Fig. 1: M1 wires
(1.5 px per um)
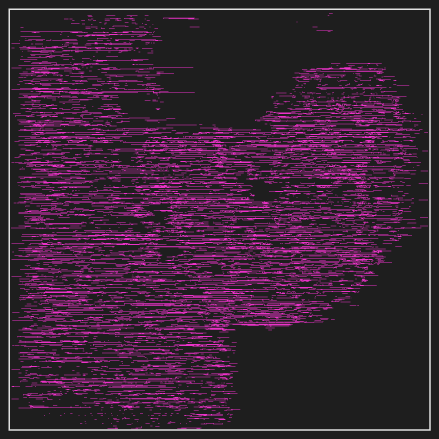
Fig. 2: layout detail
Window x 57 to 82, y 197 to 222 um. Cells in gray, sequential cells in the stronger gray; small squares are vias.
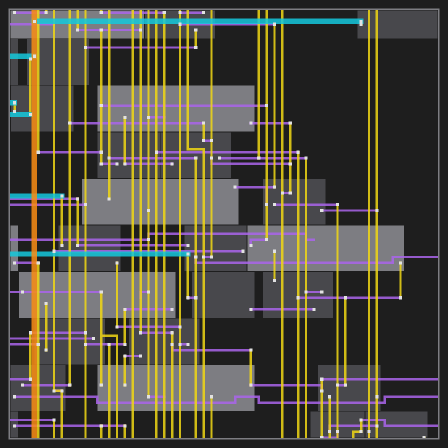
Fig. 3: congestion heat map
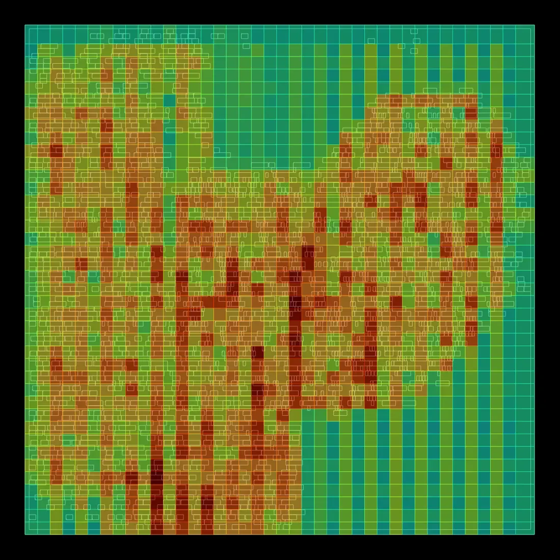
Fig. 4: cells colored by class
(1.5 px per um)
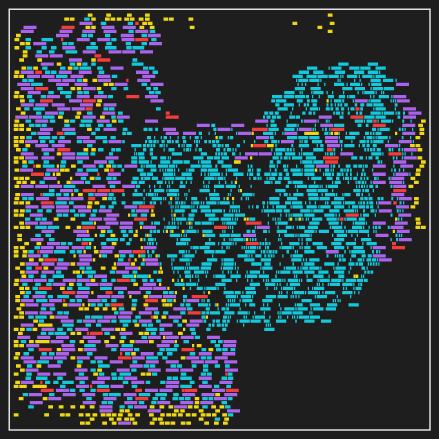
Fig. 5: sizing map
(1.5 px per um)
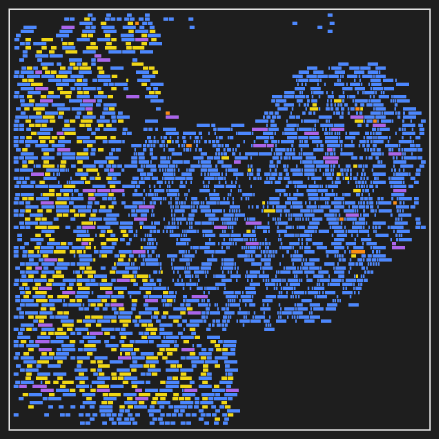
$ cat src/rtl/eq_band_mac_scheduler_pkg.sv
`default_nettype none
// ============================================================================
// Module : eq_pkg
// Purpose: Shared widths and FSM encoding for the equalizer MAC scheduler.
//          The filter bank and gain register map import the same widths.
// Ports  : none (package)
// Rev    : 1.0  initial release
// ============================================================================
package eq_pkg;
  localparam int N_BANDS = 10;
  localparam int FILT_W  = 16;
  localparam int GAIN_W  = 13;
  localparam int ACC_W   = 41;
  localparam int OUT_W   = 24;
  localparam int OUT_LSB = 16;

  // Signed filter times zero-extended gain.
  localparam int PROD_W  = FILT_W + GAIN_W + 1;
  localparam int IDX_W   = $clog2(N_BANDS);

  typedef logic [IDX_W-1:0] idx_t;

  localparam logic [0:0] ST_IDLE = 1'b0;
  localparam logic [0:0] ST_MAC  = 1'b1;
endpackage
`default_nettype wire

$ cat src/rtl/eq_band_mac_scheduler_if.sv
`default_nettype none
// ============================================================================
// Module : eq_band_mac_scheduler_if
// Purpose: Sample handshake, packed filter/gain buses and audio output of the
//          equalizer MAC scheduler.
// Ports  : sample_valid, filt_bus, gain_bus    (master -> slave)
//          sample_ready, audio_out, out_valid,
//          wrap_flag, sample_drop              (slave -> master)
// Rev    : 1.0  initial release
// ============================================================================
interface eq_band_mac_scheduler_if;
  import eq_pkg::*;

  logic                        sample_valid;
  logic                        sample_ready;
  logic [N_BANDS*FILT_W-1:0]   filt_bus;
  logic [N_BANDS*GAIN_W-1:0]   gain_bus;
  logic [OUT_W-1:0]            audio_out;
  logic                        out_valid;
  logic                        wrap_flag;
  logic                        sample_drop;

  modport master (
    output sample_valid, filt_bus, gain_bus,
    input  sample_ready, audio_out, out_valid, wrap_flag, sample_drop
  );

  modport slave (
    input  sample_valid, filt_bus, gain_bus,
    output sample_ready, audio_out, out_valid, wrap_flag, sample_drop
  );
endinterface
`default_nettype wire

$ cat src/rtl/eq_band_mac_scheduler_mac.sv
`default_nettype none
// ============================================================================
// Module : eq_mac_unit
// Purpose: Shared signed x unsigned multiplier with accumulator.
// Ports  : clk, rst_n  clock, async active-low reset
//          clr_i       zero the accumulator (new sample)
//          en_i        add the current product
//          filt_i      signed filter operand
//          gain_i      unsigned gain operand
//          sum_o       accumulator plus current product (combinational)
// Rev    : 1.0  initial release
// ============================================================================
module eq_mac_unit
  import eq_pkg::*;
(
  input  logic                    clk,
  input  logic                    rst_n,
  input  logic                    clr_i,
  input  logic                    en_i,
  input  logic signed [FILT_W-1:0] filt_i,
  input  logic [GAIN_W-1:0]       gain_i,
  output logic signed [ACC_W-1:0] sum_o
);
  logic signed [ACC_W-1:0]  acc_q, acc_d;
  logic signed [PROD_W-1:0] w_prod;

  // Gain gets a zero MSB so it is never read as negative.
  assign w_prod = PROD_W'(filt_i) * PROD_W'($signed({1'b0, gain_i}));
  assign sum_o  = acc_q + ACC_W'(w_prod);

  always_comb begin
    acc_d = acc_q;
    if (clr_i)     acc_d = '0;
    else if (en_i) acc_d = sum_o;
  end

  always_ff @(posedge clk or negedge rst_n) begin
    if (!rst_n) acc_q <= '0;
    else        acc_q <= acc_d;
  end
endmodule
`default_nettype wire

$ cat src/rtl/eq_band_mac_scheduler.sv
`default_nettype none
// ============================================================================
// Module : eq_band_mac_scheduler
// Purpose: Time-multiplexes the band weighting/summing onto one MAC, one band
//          per clock, producing sum(filt*gain)[39:16] every N_BANDS+1 clocks.
// Ports  : clk       system clock
//          rst_n     async active-low reset
//          sched_if  slave side of the sample/audio interface
// Rev    : 1.0  initial release
// ============================================================================
module eq_band_mac_scheduler
  import eq_pkg::*;
(
  input  logic                     clk,
  input  logic                     rst_n,
  eq_band_mac_scheduler_if.slave   sched_if
);
  logic [0:0]                           state_q, state_d;
  idx_t                                 idx_q, idx_d;
  logic [N_BANDS-1:0][FILT_W-1:0]       filt_sh_q;
  logic [N_BANDS-1:0][GAIN_W-1:0]       gain_sh_q;
  logic [OUT_W-1:0]                     audio_q, audio_d;
  logic                                 out_valid_q, out_valid_d;
  logic                                 wrap_q, wrap_d;

  logic                                 w_idle;
  logic                                 w_accept;
  logic                                 w_last;
  logic signed [ACC_W-1:0]              w_sum;

  assign w_idle   = (state_q == ST_IDLE);
  assign w_accept = sched_if.sample_valid && w_idle;
  assign w_last   = (state_q == ST_MAC) && (idx_q == IDX_W'(N_BANDS - 1));

  eq_mac_unit u_mac (
    .clk    (clk),
    .rst_n  (rst_n),
    .clr_i  (w_accept),
    .en_i   (state_q == ST_MAC),
    .filt_i (filt_sh_q[idx_q]),
    .gain_i (gain_sh_q[idx_q]),
    .sum_o  (w_sum)
  );

  always_comb begin
    state_d     = state_q;
    idx_d       = idx_q;
    audio_d     = audio_q;
    wrap_d      = wrap_q;
    out_valid_d = 1'b0;
    case (state_q)
      ST_IDLE: begin
        if (sched_if.sample_valid) begin
          state_d = ST_MAC;
          idx_d   = '0;
        end
      end
      ST_MAC: begin
        if (w_last) begin
          // Final sum includes the last product, so take it from w_sum.
          state_d     = ST_IDLE;
          idx_d       = '0;
          out_valid_d = 1'b1;
          audio_d     = w_sum[OUT_LSB+OUT_W-1:OUT_LSB];
          wrap_d      = w_sum[ACC_W-1] ^ w_sum[OUT_LSB+OUT_W-1];
        end else begin
          idx_d = idx_q + IDX_W'(1);
        end
      end
    endcase
  end

  always_ff @(posedge clk or negedge rst_n) begin
    if (!rst_n) begin
      state_q     <= ST_IDLE;
      idx_q       <= '0;
      audio_q     <= '0;
      out_valid_q <= 1'b0;
      wrap_q      <= 1'b0;
    end else begin
      state_q     <= state_d;
      idx_q       <= idx_d;
      audio_q     <= audio_d;
      out_valid_q <= out_valid_d;
      wrap_q      <= wrap_d;
    end
  end

  // Shadow copies isolate the sample in flight from later bus changes.
  always_ff @(posedge clk or negedge rst_n) begin
    if (!rst_n) begin
      filt_sh_q <= '0;
      gain_sh_q <= '0;
    end else if (w_accept) begin
      filt_sh_q <= sched_if.filt_bus;
      gain_sh_q <= sched_if.gain_bus;
    end
  end

  assign sched_if.sample_ready = w_idle;
  assign sched_if.sample_drop  = sched_if.sample_valid && (state_q == ST_MAC);
  assign sched_if.audio_out    = audio_q;
  assign sched_if.out_valid    = out_valid_q;
  assign sched_if.wrap_flag    = wrap_q;
endmodule
`default_nettype wire

$ cat src/flat_wrapper.sv
// flat-port wrapper written by rule: the top's interface ports become plain ports
module eq_band_mac_scheduler_flat import eq_pkg::*;
  (clk, rst_n, sched_if_sample_valid, sched_if_filt_bus, sched_if_gain_bus, sched_if_sample_ready, sched_if_audio_out, sched_if_out_valid, sched_if_wrap_flag, sched_if_sample_drop);
  eq_band_mac_scheduler_if sched_if_i ();
  input  logic clk;
  input  logic rst_n;
  input wire logic [$bits(sched_if_i.sample_valid)-1:0] sched_if_sample_valid;
  input wire logic [$bits(sched_if_i.filt_bus)-1:0] sched_if_filt_bus;
  input wire logic [$bits(sched_if_i.gain_bus)-1:0] sched_if_gain_bus;
  output wire logic [$bits(sched_if_i.sample_ready)-1:0] sched_if_sample_ready;
  output wire logic [$bits(sched_if_i.audio_out)-1:0] sched_if_audio_out;
  output wire logic [$bits(sched_if_i.out_valid)-1:0] sched_if_out_valid;
  output wire logic [$bits(sched_if_i.wrap_flag)-1:0] sched_if_wrap_flag;
  output wire logic [$bits(sched_if_i.sample_drop)-1:0] sched_if_sample_drop;
  assign sched_if_i.sample_valid = sched_if_sample_valid;
  assign sched_if_i.filt_bus = sched_if_filt_bus;
  assign sched_if_i.gain_bus = sched_if_gain_bus;
  assign sched_if_sample_ready = sched_if_i.sample_ready;
  assign sched_if_audio_out = sched_if_i.audio_out;
  assign sched_if_out_valid = sched_if_i.out_valid;
  assign sched_if_wrap_flag = sched_if_i.wrap_flag;
  assign sched_if_sample_drop = sched_if_i.sample_drop;
  eq_band_mac_scheduler u_core (.clk(clk), .rst_n(rst_n), .sched_if(sched_if_i));
endmodule
$ cat config.mk
export PLATFORM = sky130hd
export DESIGN_NAME = eq_band_mac_scheduler_flat
export DESIGN_NICKNAME = d
export VERILOG_FILES = /design/src/rtl/eq_band_mac_scheduler_pkg.sv /design/src/rtl/eq_band_mac_scheduler_if.sv /design/src/rtl/eq_band_mac_scheduler_mac.sv /design/src/rtl/eq_band_mac_scheduler.sv /design/src/flat_wrapper.sv
export SDC_FILE = /design/constraint.sdc
export NUM_CORES = 2
export LEC_CHECK = 0
export CAP_MARGIN = 10
export CORE_MARGIN = 2
export CORE_UTILIZATION = 35
export CTS_CLUSTER_SIZE = 20
export DETAILED_ROUTE_END_ITERATION = 16
export GPL_TIMING_DRIVEN = 0
export SETUP_SLACK_MARGIN = 0.15
export SYNTH_ARGS = -nofsm -noshare
export SYNTH_HDL_FRONTEND = slang
export SYNTH_SLANG_ARGS = --single-unit
$ cat constraint.sdc
create_clock -name clk -period 11.9 [get_ports clk]
set_input_delay 1.785 -clock clk [delete_from_list [all_inputs] [get_ports clk]]
set_output_delay 1.785 -clock clk [all_outputs]
set_load 0.03 [all_outputs]
==> out/metrics.csv <==
stage,metric,value,unit
clock_network,postCtsSetupRepairBufs,0,
grt,antenna_found_initial,29,
flow_run,tool_warnings,35,
logic_synthesis,synthArstFlopShare,100,%
route,ant_nets,0,
placed_design,place_congestion,0.879,
critical_path,end_kind,flip-flop,
critical_path,cp-start-kind,flip-flop,
clock_network,cts_sinks,362,
critical_path,worstPathArrival,11390,ps
route,routedWlPerCell,22.2,um
final_layout,final_nets,3296,
timing,finalCritPeriodShare,91.9,%
clock_network,cts_buffer_depth,3,
logic_synthesis,synth_flops,362,
route,viasPerCell,5.06,
floorplanning,core_area,0.0756,mm^2
route,drt-total-wl,80800,um
logic_synthesis,ys_seq_share,34.1,%
route,dr.pass1.iters,5,
timing,hold_violations,0,
logic_synthesis,syn_nets,2927,
grt,grt_first_pass_wirelength,125000,um
critical_path,path_max_fanout,12,
floorplanning,die_h,279,um
clock_network,ctsHtreeMaxLevel,2,
status,outcome,"finished, final reports clean",
timing,setup_viol,0,
clock_network,clock_latency,600,ps
clock_network,cts_resized,0,
route,drc,0,
logic_synthesis,synthDistinctLibCells,64,
timing,fmax,91.4,MHz
floorplanning,initCoreUtil,35.2,%
grt,grt_overflow_total,0,
## Picture notes: Fig. 1
longest straight run: 69.0 um
main direction: horizontal

## Picture notes: Fig. 2
| color | layer |
|---|---|
| orange | M4 |
| purple | M1 |
| yellow | M2 |
| cyan | M3 |
netlist names of flops here include: `u_core.gain_sh_q` (6)
cells with their middle in the window: 23
most frequent: mux2i_1 (6), dfrtp_1 (6), mux2_2 (5)
sequential cells in the window: 6

## Picture notes: Fig. 3
met2 GRT Util: 36.0%
routing usage on met1: 26.7%
Final Util: 43.2%
GRT Max-Usage Layer: met2

## Picture notes: Fig. 4
| color | class | cells | share of their area |
|---|---|---|---|
| yellow | remaining buffers and delay cells | 421 | 12% |
| cyan | remaining logic cells | 1,776 | 54% |
| purple | registers | 362 | 29% |
| red | clock drivers and dummy loads | 82 | 4.8% |
sequential fraction of total cell area: 27.7%
Core Rows: 101

## Picture notes: Fig. 5
| color | size | cells | share |
|---|---|---|---|
| orange | x3 and x4 | 8 | 0.30% |
| purple | x6 and larger | 68 | 2.6% |
| blue | x1 and smaller | 2,184 | 83% |
| yellow | x2 | 381 | 14% |
post-route cell area: 0.0326 mm^2
Final WS setup: 964 ps
synthesis-to-layout area growth: 22.9%
number of non-clock buffers in the layout: 421

per-layer routing:
| layer | wire [um] | track usage [%] |
|---|---|---|
| met5 | 187 | 0 |
| met2 | 39000 | 36.0 |
| met4 | 2280 | 5.99 |
| met1 | 33200 | 26.7 |
| met3 | 6100 | 5.65 |
critical path, delay by kind of cell, from the launching register on:
family	cells	cell delay, ps
flip-flops	1	400
AND/OR/NAND/NOR	6	2130
buffers and inverters	10	3130
XOR/XNOR	1	180
AND-OR/OR-AND	6	1380
multiplexers	1	140
adder cells (fa/ha/maj)	7	3410
state kept, by name (all words and copies together), names as in the netlist:
| register | cells |
|---|---|
| u_core.u_mac.acc_q | 41 |
| u_core.gain_sh_q | 130 |
| u_core.filt_sh_q | 160 |
| u_core.sched_if.out_valid | 1 |
| u_core.state_q | 1 |
| u_core.sched_if.audio_out | 24 |
| u_core.idx_q | 4 |
| u_core.sched_if.wrap_flag | 1 |
metrics by stage:
step	TNS [ps]	worst slack, ps	hold slack [ps]	std cells
floorplan	0	3180	449	2236
global placement	-2464260	-6860	466	3533
detailed placement	0	801	468	3537
CTS	0	784	483	3619
global route	0	267	507	3628
finish	0	964	476	3633
kinds of logic after synthesis:
group / synth area share, %
buffers and inverters: 6.42
multiplexers: 19.4
adder cells (fa/ha/maj): 27.3
flip-flops: 34.1
AND/OR/NAND/NOR: 5.66
AND-OR/OR-AND: 5.72
XOR/XNOR: 1.41
final timing paths:
path / endpoint / slack, ps / startpoint / cells past startpoint
hold reg to reg: u_core.sched_if.audio_out[23] / 480 / u_core.sched_if.audio_out[23] / 2
min in group asynchronous: u_core.filt_sh_q[23] / 1110 / rst_n / 1
setup reg to reg: u_core.sched_if.wrap_flag / 960 / u_core.idx_q[0] / 31
hold / removal: u_core.sched_if.audio_out[23] / 480 / u_core.sched_if.audio_out[23] / 2
max in group asynchronous: u_core.u_mac.acc_q[28] / 8910 / rst_n / 4
setup / recovery: u_core.sched_if.wrap_flag / 960 / u_core.idx_q[0] / 31
layout make-up:
class	instances	area (um^2)
timing repair buffer	323	3310
sequential	362	9060
multi-input combinational	1429	15800
clock inverter	20	258
tap	978	1220
inverter	347	1300
antenna	14	35.0
buffer	98	402
clock buffer	62	1260
fill	7093	42900
cell usage in the layout, fill, tap and decap left out, types with 6 or more instances in the layout:
master / count
xor2_1: 10
mux2i_1: 59
diode_2: 14
nand2b_1: 9
nor2b_1: 8
o31ai_1: 17
dfrtp_1: 362
buf_2: 11
fa_1: 300
nand3_1: 13
clkinv_2: 6
ha_1: 97
clkbuf_8: 11
o22ai_1: 30
o21ai_0: 24
a21o_1: 22
nand2_1: 159
xnor2_1: 31
clkdlybuf4s50_1: 318
clkbuf_1: 89
clkbuf_16: 44
o22a_1: 24
nor3_1: 8
mux4_2: 58
mux2_2: 290
a21oi_1: 35
o21ai_1: 29
nor2_1: 137
inv_1: 346
